==> run_1/cell_density.png <==
Scale: 3 px per um. 11 x 11 tiles, from white (low) to dark blue (high), 0 to 100% covered.
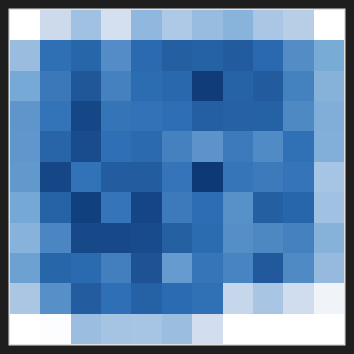
==> run_1/wires.png <==
Scale: 4 px per um.
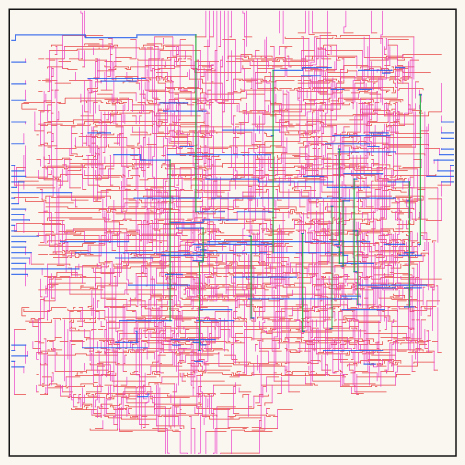
==> run_1/clocks.png <==
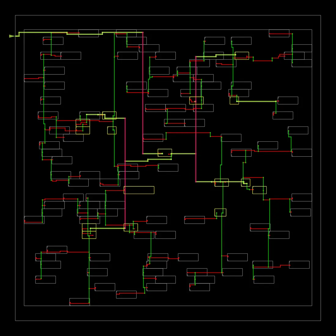
==> run_1/layer_met4.png <==
Scale: 4 px per um. Supply wires on this layer in gray. Cells faint in the background.
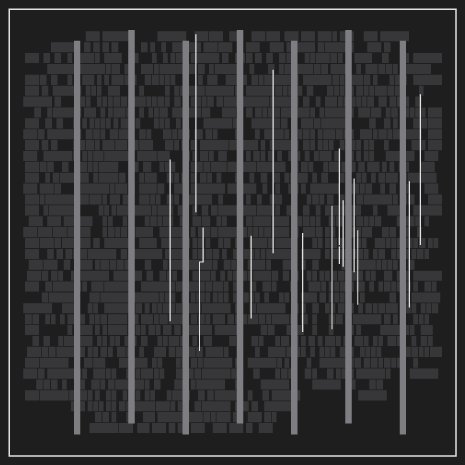
<file path="config.mk">
export PLATFORM = sky130hd
export DESIGN_NAME = rect_filler
export DESIGN_NICKNAME = d
export VERILOG_FILES = /design/src/rtl/rect_filler.sv
export SDC_FILE = /design/constraint.sdc
export NUM_CORES = 1
export LEC_CHECK = 0
export ABC_AREA = 1
export CAP_MARGIN = 15
export CORE_MARGIN = 3
export CORE_UTILIZATION = 60
export CTS_BUF_LIST = sky130_fd_sc_hd__clkbuf_8 sky130_fd_sc_hd__clkbuf_16
export CTS_CLUSTER_SIZE = 25
export DETAILED_ROUTE_END_ITERATION = 8
export PLACE_DENSITY = 0.85
export SYNTH_ARGS = -nofsm -noshare
export SYNTH_HDL_FRONTEND = slang
export SYNTH_SLANG_ARGS = --single-unit
</file>
<file path="constraint.sdc">
create_clock -name clk -period 4.9 [get_ports clk]
set_clock_uncertainty 0.1 [all_clocks]
set_input_delay 0.735 -clock clk [delete_from_list [all_inputs] [get_ports clk]]
set_output_delay 0.735 -clock clk [all_outputs]
set_load 0.03 [all_outputs]
</file>
<file path="src/rtl/rect_filler.sv">
// rect_filler: accepts one rectangle-fill command and writes it pixel by pixel, in raster order,
// into a linear framebuffer. Define RECT_CLIP_EN to clip rectangles to the visible frame.
module rect_filler #(
    parameter int unsigned H_RES  = 640,
    parameter int unsigned V_RES  = 480,
    parameter int unsigned ADDR_W = 19,
    parameter int unsigned DATA_W = 4
) (
    input  logic              clk,
    input  logic              rst,
    input  logic              cmd_valid,
    output logic              cmd_ready,
    input  logic [9:0]        cmd_x,
    input  logic [9:0]        cmd_y,
    input  logic [9:0]        cmd_w,
    input  logic [9:0]        cmd_h,
    input  logic [DATA_W-1:0] cmd_color,
    output logic [ADDR_W-1:0] addr_wr,
    output logic [DATA_W-1:0] data_wr,
    output logic              wr_en,
    output logic              busy,
    output logic              done
);

    if (longint'(H_RES) * longint'(V_RES) > (longint'(1) << ADDR_W)) begin : g_frame_check
        $error("rect_filler: ADDR_W too narrow for H_RES x V_RES");
    end

    typedef enum logic [1:0] {StIdle, StSetup, StFill, StDone} state_e;

    state_e state_q, state_d;

    logic [9:0]        x_q, y_q, w_q, h_q;
    logic [9:0]        col_q, row_q;
    logic [DATA_W-1:0] color_q;
    logic [ADDR_W-1:0] row_base_q, addr_q;
    logic              wr_en_q, busy_q, done_q;
    logic              wr_en_d, busy_d, done_d;

    logic [ADDR_W-1:0] x_ext, y_ext, h_res_a, row_base_setup;
    logic [9:0]        eff_w, eff_h;
    logic              accept, col_last, row_last;

    assign x_ext    = ADDR_W'(x_q);
    assign y_ext    = ADDR_W'(y_q);
    assign h_res_a  = ADDR_W'(H_RES);
    assign accept   = cmd_valid && cmd_ready;
    assign col_last = (col_q == w_q - 10'd1);
    assign row_last = (row_q == h_q - 10'd1);

    // 640 = 512 + 128, so the common case needs no multiplier.
    if (H_RES == 640) begin : g_rb_shift
        assign row_base_setup = (y_ext << 9) + (y_ext << 7);
    end else begin : g_rb_mul
        assign row_base_setup = y_ext * h_res_a;
    end

`ifdef RECT_CLIP_EN
    logic [31:0] rem_w, rem_h;
    logic        off_frame;

    always_comb begin
        off_frame = (32'(x_q) >= H_RES) || (32'(y_q) >= V_RES);
        rem_w     = H_RES - 32'(x_q);
        rem_h     = V_RES - 32'(y_q);
        eff_w     = w_q;
        eff_h     = h_q;
        if (off_frame) begin
            eff_w = '0;
            eff_h = '0;
        end else begin
            if (32'(w_q) > rem_w) eff_w = 10'(rem_w);
            if (32'(h_q) > rem_h) eff_h = 10'(rem_h);
        end
    end
`else
    assign eff_w = w_q;
    assign eff_h = h_q;
`endif

    // State register, with the registered status outputs alongside it.
    always_ff @(posedge clk) begin
        if (rst) begin
            state_q <= StIdle;
            wr_en_q <= 1'b0;
            busy_q  <= 1'b0;
            done_q  <= 1'b0;
        end else begin
            state_q <= state_d;
            wr_en_q <= wr_en_d;
            busy_q  <= busy_d;
            done_q  <= done_d;
        end
    end

    always_comb begin
        state_d = state_q;
        unique case (state_q)
            StIdle:  if (accept) state_d = StSetup;
            StSetup: state_d = (eff_w == '0 || eff_h == '0) ? StDone : StFill;
            StFill:  if (col_last && row_last) state_d = StDone;
            StDone:  state_d = StIdle;
            default: state_d = StIdle;
        endcase
    end

    // Outputs decoded from the next state so they line up with it once registered.
    always_comb begin
        wr_en_d = (state_d == StFill);
        busy_d  = (state_d != StIdle);
        done_d  = (state_d == StDone);
    end

    always_ff @(posedge clk) begin
        if (rst) begin
            x_q        <= '0;
            y_q        <= '0;
            w_q        <= '0;
            h_q        <= '0;
            color_q    <= '0;
            col_q      <= '0;
            row_q      <= '0;
            row_base_q <= '0;
            addr_q     <= '0;
        end else begin
            unique case (state_q)
                StIdle: begin
                    if (accept) begin
                        x_q     <= cmd_x;
                        y_q     <= cmd_y;
                        w_q     <= cmd_w;
                        h_q     <= cmd_h;
                        color_q <= cmd_color;
                    end
                end
                StSetup: begin
                    w_q        <= eff_w;
                    h_q        <= eff_h;
                    row_base_q <= row_base_setup;
                    addr_q     <= row_base_setup + x_ext;
                    col_q      <= '0;
                    row_q      <= '0;
                end
                StFill: begin
                    if (col_last) begin
                        if (!row_last) begin
                            row_base_q <= row_base_q + h_res_a;
                            addr_q     <= row_base_q + h_res_a + x_ext;
                            col_q      <= '0;
                            row_q      <= row_q + 10'd1;
                        end
                    end else begin
                        addr_q <= addr_q + ADDR_W'(1);
                        col_q  <= col_q + 10'd1;
                    end
                end
                default: ;
            endcase
        end
    end

    assign cmd_ready = ~busy_q;
    assign busy      = busy_q;
    assign done      = done_q;
    assign wr_en     = wr_en_q;
    assign addr_wr   = addr_q;
    assign data_wr   = color_q;

endmodule
</file>
==> Changelog: implementation, run 1 <==
### Physical design

* Met1 Wirelength at 7409 um
* Cell taking the most area after synthesis: dfxtp_1
* Drt via density at ~5.5
* Synth cell count leaders: nand2_1, inv_1, nor2_1, a21oi_1, dfxtp_1
* IO buf count at around 73
* Mux frac, synth at 0
* Area leader share at 0.3009
* CP Depth at 12
* Max VDD drop at roughly 0.00044 V
* Final Hold Viols at 0
* GR peak layer: met2
* WL final at 16,130 um
* Top Metal Used: met4
* Clk_lat worst skew at 380 ps
* Crit-path max cell delay at about 630 ps
* # diodes at 0
* DP HPWL at 11,870 um
* Met2 Usage GRT at 0.4262
* Final period util at 0.6441
* Max Slew Vio Count at 0
* Chip area at 12,390 um2
* Total number of vias at 6,743
* Adder Area Share at 0.05116
* Final total power at 4.321 mW
* Yosys aoi share at 0.1597
* Cell row count at 37
* Main synth FF type: dfxtp_1
* Biggest area cells: dfxtp_1, nand2_1, a21oi_1, o21ai_0, inv_1
* Share of layout cells above drive strength 1 at 0.03545
* Post-route setup TNS at 0 ps
* Register area share after synthesis at 0.3009
* Top logic family: simple AND/OR/NAND/NOR gates
* I/O Pins at 74
* Crit path DRT at 5120 ps
* First-pass DRT Iterations at 5
* Delay-heaviest family, CP: simple AND/OR/NAND/NOR gates
* Vias in the first global route at 6,162
* Share of flip-flops with an asynchronous set or reset at 0
* Status: finished, final reports clean
* Fmax at 0.3169 GHz
* Clock-pin slew on the worst setup and hold paths at roughly 100 ps
* MaxCap Viol Count at 0
* Total grt overflow at 0
* Syn-to-layout area delta at 14.50%
* Syn Nets at between 1k and 1.5k
* Leak Pwr at 3.200 nW
* Final worst slack at 1744 ps
* Distinct cells, synth at 35
* GR Layer Usage met1 at 0.3520
* Post-route minimum period at 3156 ps
* Worst Path Arrival at 3370 ps
* Max Fanout on Critical Path at 26
* Initial core utilization at 0.6303
* Synth Instances at 1,046
* Placed Cells at 1,220
* Storage element area at about 2000 um2
* DRC viols at 0
* WL/cell at 13.05 um
* GR Util met3 at 0.03930
* Post-route cell area at 7617 um2
* Post-CTS sizing at 0
* Min Hold Slack at 348.2 ps
* H-Tree Depth at 3
* RSZ-0062 raised after global routing: no
* Basic Gates by Area at 0.3141
* Fin cells at 1,236
* Yosys Chip Area at about 6700 um2
* Crit-path slowest cell: nor2_1
## Picture notes: cell_density.png
nearly empty tiles	6.6%
tiles over 75% full	35%
mean over tiles	60%
emptiest ninth of the die	lower right
fullest tile	96%

## Picture notes: wires.png
color	layer	wire length
green	metal 4	391 um
red	metal 1	7,410 um
blue	metal 3	956 um
magenta	metal 2	7,370 um

## Picture notes: clocks.png
Flops: 100
CTS Sinks: 100

## Picture notes: layer_met4.png
share of all routed wire	2.4%
nets with wire on the layer	11
main direction	vertical
longest straight run	45.6 um

run 1: cell families after synthesis:
family	Yosys count
buffers and inverters	166
AND-OR/OR-AND	210
XOR/XNOR	55
flip-flops	100
AND/OR/NAND/NOR	489
adder cells (fa/ha/maj)	26
run 1: cells in the final DEF (no fill, tap or decap), types with 2 or more instances in the layout:
cell type	instances
clkdlybuf4s50_1	73
nor2_2	5
clkinv_4	2
nand3b_1	11
nand4_1	21
nand3_2	2
o21ai_0	96
nand2_1	251
nor2_1	116
clkbuf_8	11
xnor2_1	24
nor3_1	8
buf_4	6
dfxtp_1	100
ha_1	24
inv_1	123
o21a_1	2
fa_1	2
xor2_1	31
nand3_1	65
a21oi_1	108
nor4_1	2
nand2_2	4
run 1: cell type report:
| cell class | count | share of cell area |
|---|---|---|
| multi-input cells | 780 | 0.5223 |
| clock buffers | 11 | 0.01988 |
| clock inverters | 5 | 0.008870 |
| well taps | 136 | 0.02234 |
| flip-flops and latches | 100 | 0.2628 |
| inverters | 125 | 0.06193 |
| repair buffers | 79 | 0.1018 |
run 1: where the power goes:
part	switching, mW	total (mW)	leakage [nW]	internal (mW)
Sequential	0.233	1.28	0.820	1.05
Combinational	1.58	2.45	2.27	0.873
Clock	0.317	0.589	0.112	0.272
run 1: worst paths after layout:
kind / startpoint / to / slack (ps)
worst max-delay path: eff_w[0]$_SDFFE_PP0P_ / col_q[0]$_SDFFE_PP0P_ / 1740
worst min-delay path: x_q[6]$_SDFFE_PP0P_ / x_q[6]$_SDFFE_PP0P_ / 350
worst max register to register: eff_w[0]$_SDFFE_PP0P_ / col_q[0]$_SDFFE_PP0P_ / 1740
worst min register to register: x_q[6]$_SDFFE_PP0P_ / x_q[6]$_SDFFE_PP0P_ / 350
==> run_1/flops_by_reg.png <==
Scale: 4 px per um. Other sequential cells in the stronger gray, the rest of the logic in the fainter gray.
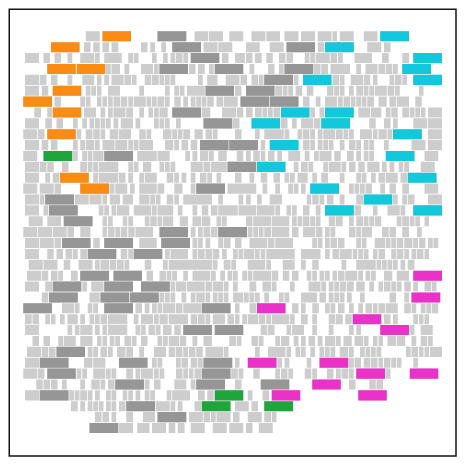

--- run 2 (diff from run 1) ---
- CORE_UTILIZATION: 60 -> 52
- PLACE_DENSITY: 0.85 -> 0.79
- clock period: 4.9 -> 2.55 ns (I/O delays scaled with it)
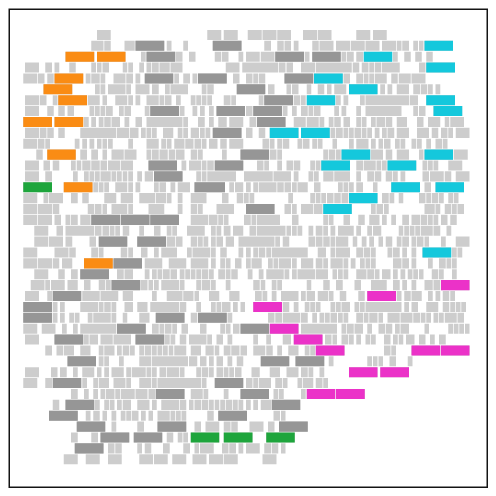
(run_2/flops_by_reg.png)
Scale: 4 px per um. Other sequential cells in the stronger gray, the rest of the logic in the fainter gray.
color	name in the netlist	flops
cyan	addr_wr	19
orange	eff_w	10
green	data_wr	4
magenta	row_base_q	12
not colored	55

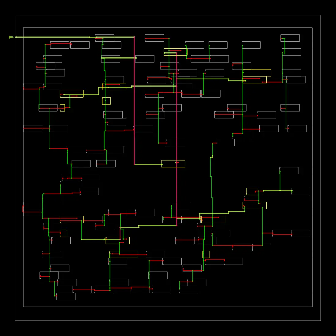
(run_2/clocks.png)
Clk. pwr: 1.51 mW
clk_lat worst skew: 350 ps
TritonCTS buffer count: 9
Layout clock buffers: 9

==> run 2 against run 1 <==
  * Die area grew 15%
  * Synthesized area unchanged
  * Critical endpoint is now row_base_q[18]$_SDFFE_PP0P_
  * Final cell count rose by 4.0%
  * Non-clock buffer count rose by 15
  * Wire length increased by 6.9%
  * Critical path type unchanged
  * Largest power group unchanged
==> Changelog: implementation, run 2 <==
### Physical design

* Status: finished, final reports clean
* Biggest area cells: dfxtp_1, nand2_1, a21oi_1, o21ai_0, inv_1
* Cell row count at 40 (+8.1%)
* Cell taking the most area after synthesis: dfxtp_1
* Final worst slack at 163.0 ps (-1581 ps)
* Pint at 4.817 mW (+120%)
* Sw Share at 0.4760 (-0.01650)
* Synth Instances at 1,046 (unchanged)
* Syn-to-layout area delta at 20.78%
* Main synth FF type: dfxtp_1
* Reg-to-Reg Start: eff_w[0]$_SDFFE_PP0P_
* IO buf count at 73 (unchanged)
* Total grt overflow at 0 (unchanged)
* Vias in the first global route at 5,948 (-3.5%)
* Placed Cells at 1,263 (+3.5%)
* Worst reg-to-reg setup slack at 160 ps (-1580 ps)
* Post-route minimum period at 2387 ps (-769.0 ps)
* Max power group: combinational logic
* Max VDD drop at 0.0008915 V (+100%)
* Sequential power share at 0.270 (-0.026)
* Leak Pwr at 3.363 nW (+5.1%)
* Met1 Wirelength at 8410 um (+14%)
* Clock-pin slew on the worst setup and hold paths at 70 ps (-30 ps)
* GR peak layer: met2
* Synth cell count leaders: nand2_1, inv_1, nor2_1, a21oi_1, dfxtp_1
* Post-route setup TNS at 0 ps (unchanged)
* Net switching power at 4.375 mW (+110%)
* MaxCap Viol Count at 0 (unchanged)
* Chip area at 14,190 um2 (+15%)
* Crit-path slowest cell: dfxtp_1
* H-Tree Depth at 3 (unchanged)
* Final Hold Viols at 0 (unchanged)
* Most frequent cells in the layout: nand2_1, inv_1, nor2_1, a21oi_1, dfxtp_1
* WL/cell at 13.41 um (+2.8%)
* First-pass DRT Iterations at 5 (unchanged)
* Top Metal Used: met4
* Crit path DRT at 2740 ps (-2380 ps)
* Hold Startpoint: data_wr[2]$_SDFFE_PP0P_
* Post-route cell area at 8035 um2 (+5.5%)
* Clk pwr share at 0.164 (+0.028)
* Final total power at 9.192 mW (+110%)
* Yosys Chip Area at 6653 um2 (unchanged)
* Max Fanout on Critical Path at 17 (-35%)
* DP HPWL at 12,210 um (+2.9%)
* Met2 Usage GRT at 0.3794 (-0.04685)
* Initial core utilization at 0.5426 (-0.08772)
* GR Layer Usage met1 at 0.3304 (-0.02160)
* Share of flip-flops with an asynchronous set or reset at 0 (unchanged)
* P_seq at 2.48 mW (+94%)
* I/O Pins at 74 (unchanged)
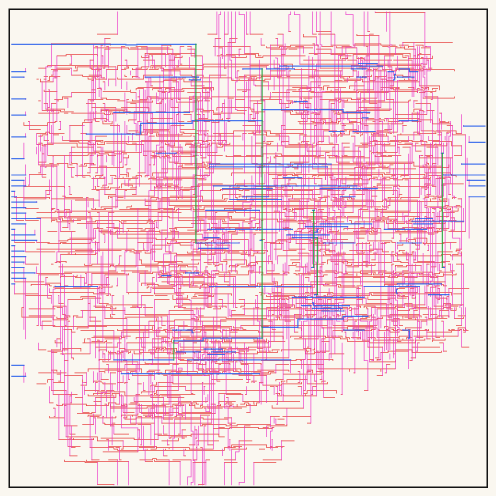
(run_2/wires.png)
Scale: 4 px per um.
WL final: 17,250 um
total track usage: 0.2377
total number of vias: 6,798

==> run 2: cell counts after synthesis <==
No cell type changed its count.
==> run 2: area by class of cell <==
cell class,instances,area (um2),area share
Clock inverter,7,100.1,0.01246
Clock buffer,9,225.2,0.02803
Inverter,125,471.7,0.05870
Tap cell,168,210.2,0.02616
Timing Repair Buffer,94,930.9,0.1159
Multi-Input combinational cell,783,4094,0.5095
Sequential cell,100,2003,0.2493
==> run 2: critical path, delay by kind of cell, from the launching register on <==
family,cells,cell delay [ps]
and+or+nand+nor,11,1330
DFF,1,330
adders and majority gates,1,240
buffers and inverters,2,160
AOI/OAI and AO/OA,1,140
==> run 2: kinds of logic (layout without fill, tap and decap cells) <==
kind of cell | Yosys count | count (layout) | synth area share
simple gates | 489 | 492 | 0.3141
xor+xnor | 55 | 55 | 0.07241
buf+inv | 166 | 235 | 0.1017
fa+ha+maj | 26 | 26 | 0.05116
flops | 100 | 100 | 0.3009
compound gates | 210 | 210 | 0.1597
==> run 2: worst max path at each step <==
stage | start | to | slack [ps] | cells past startpoint
floorplan | row_base_q[7]$_SDFFE_PP0P_ | addr_wr[18]$_SDFFE_PP0P_ | 270 | 13
global placement | y_q[0]$_SDFFE_PP0P_ | addr_wr[17]$_SDFFE_PP0P_ | 90 | 12
detailed placement | y_q[0]$_SDFFE_PP0P_ | addr_wr[17]$_SDFFE_PP0P_ | 60 | 12
CTS | eff_h[0]$_SDFFE_PP0P_ | addr_wr[10]$_SDFFE_PP0P_ | 40 | 15
global route | row_base_q[7]$_SDFFE_PP0P_ | addr_wr[16]$_SDFFE_PP0P_ | -10 | 12
finish | eff_w[0]$_SDFFE_PP0P_ | row_base_q[18]$_SDFFE_PP0P_ | 160 | 15
No activity file was given, so power comes from the tool's default toggle rates.
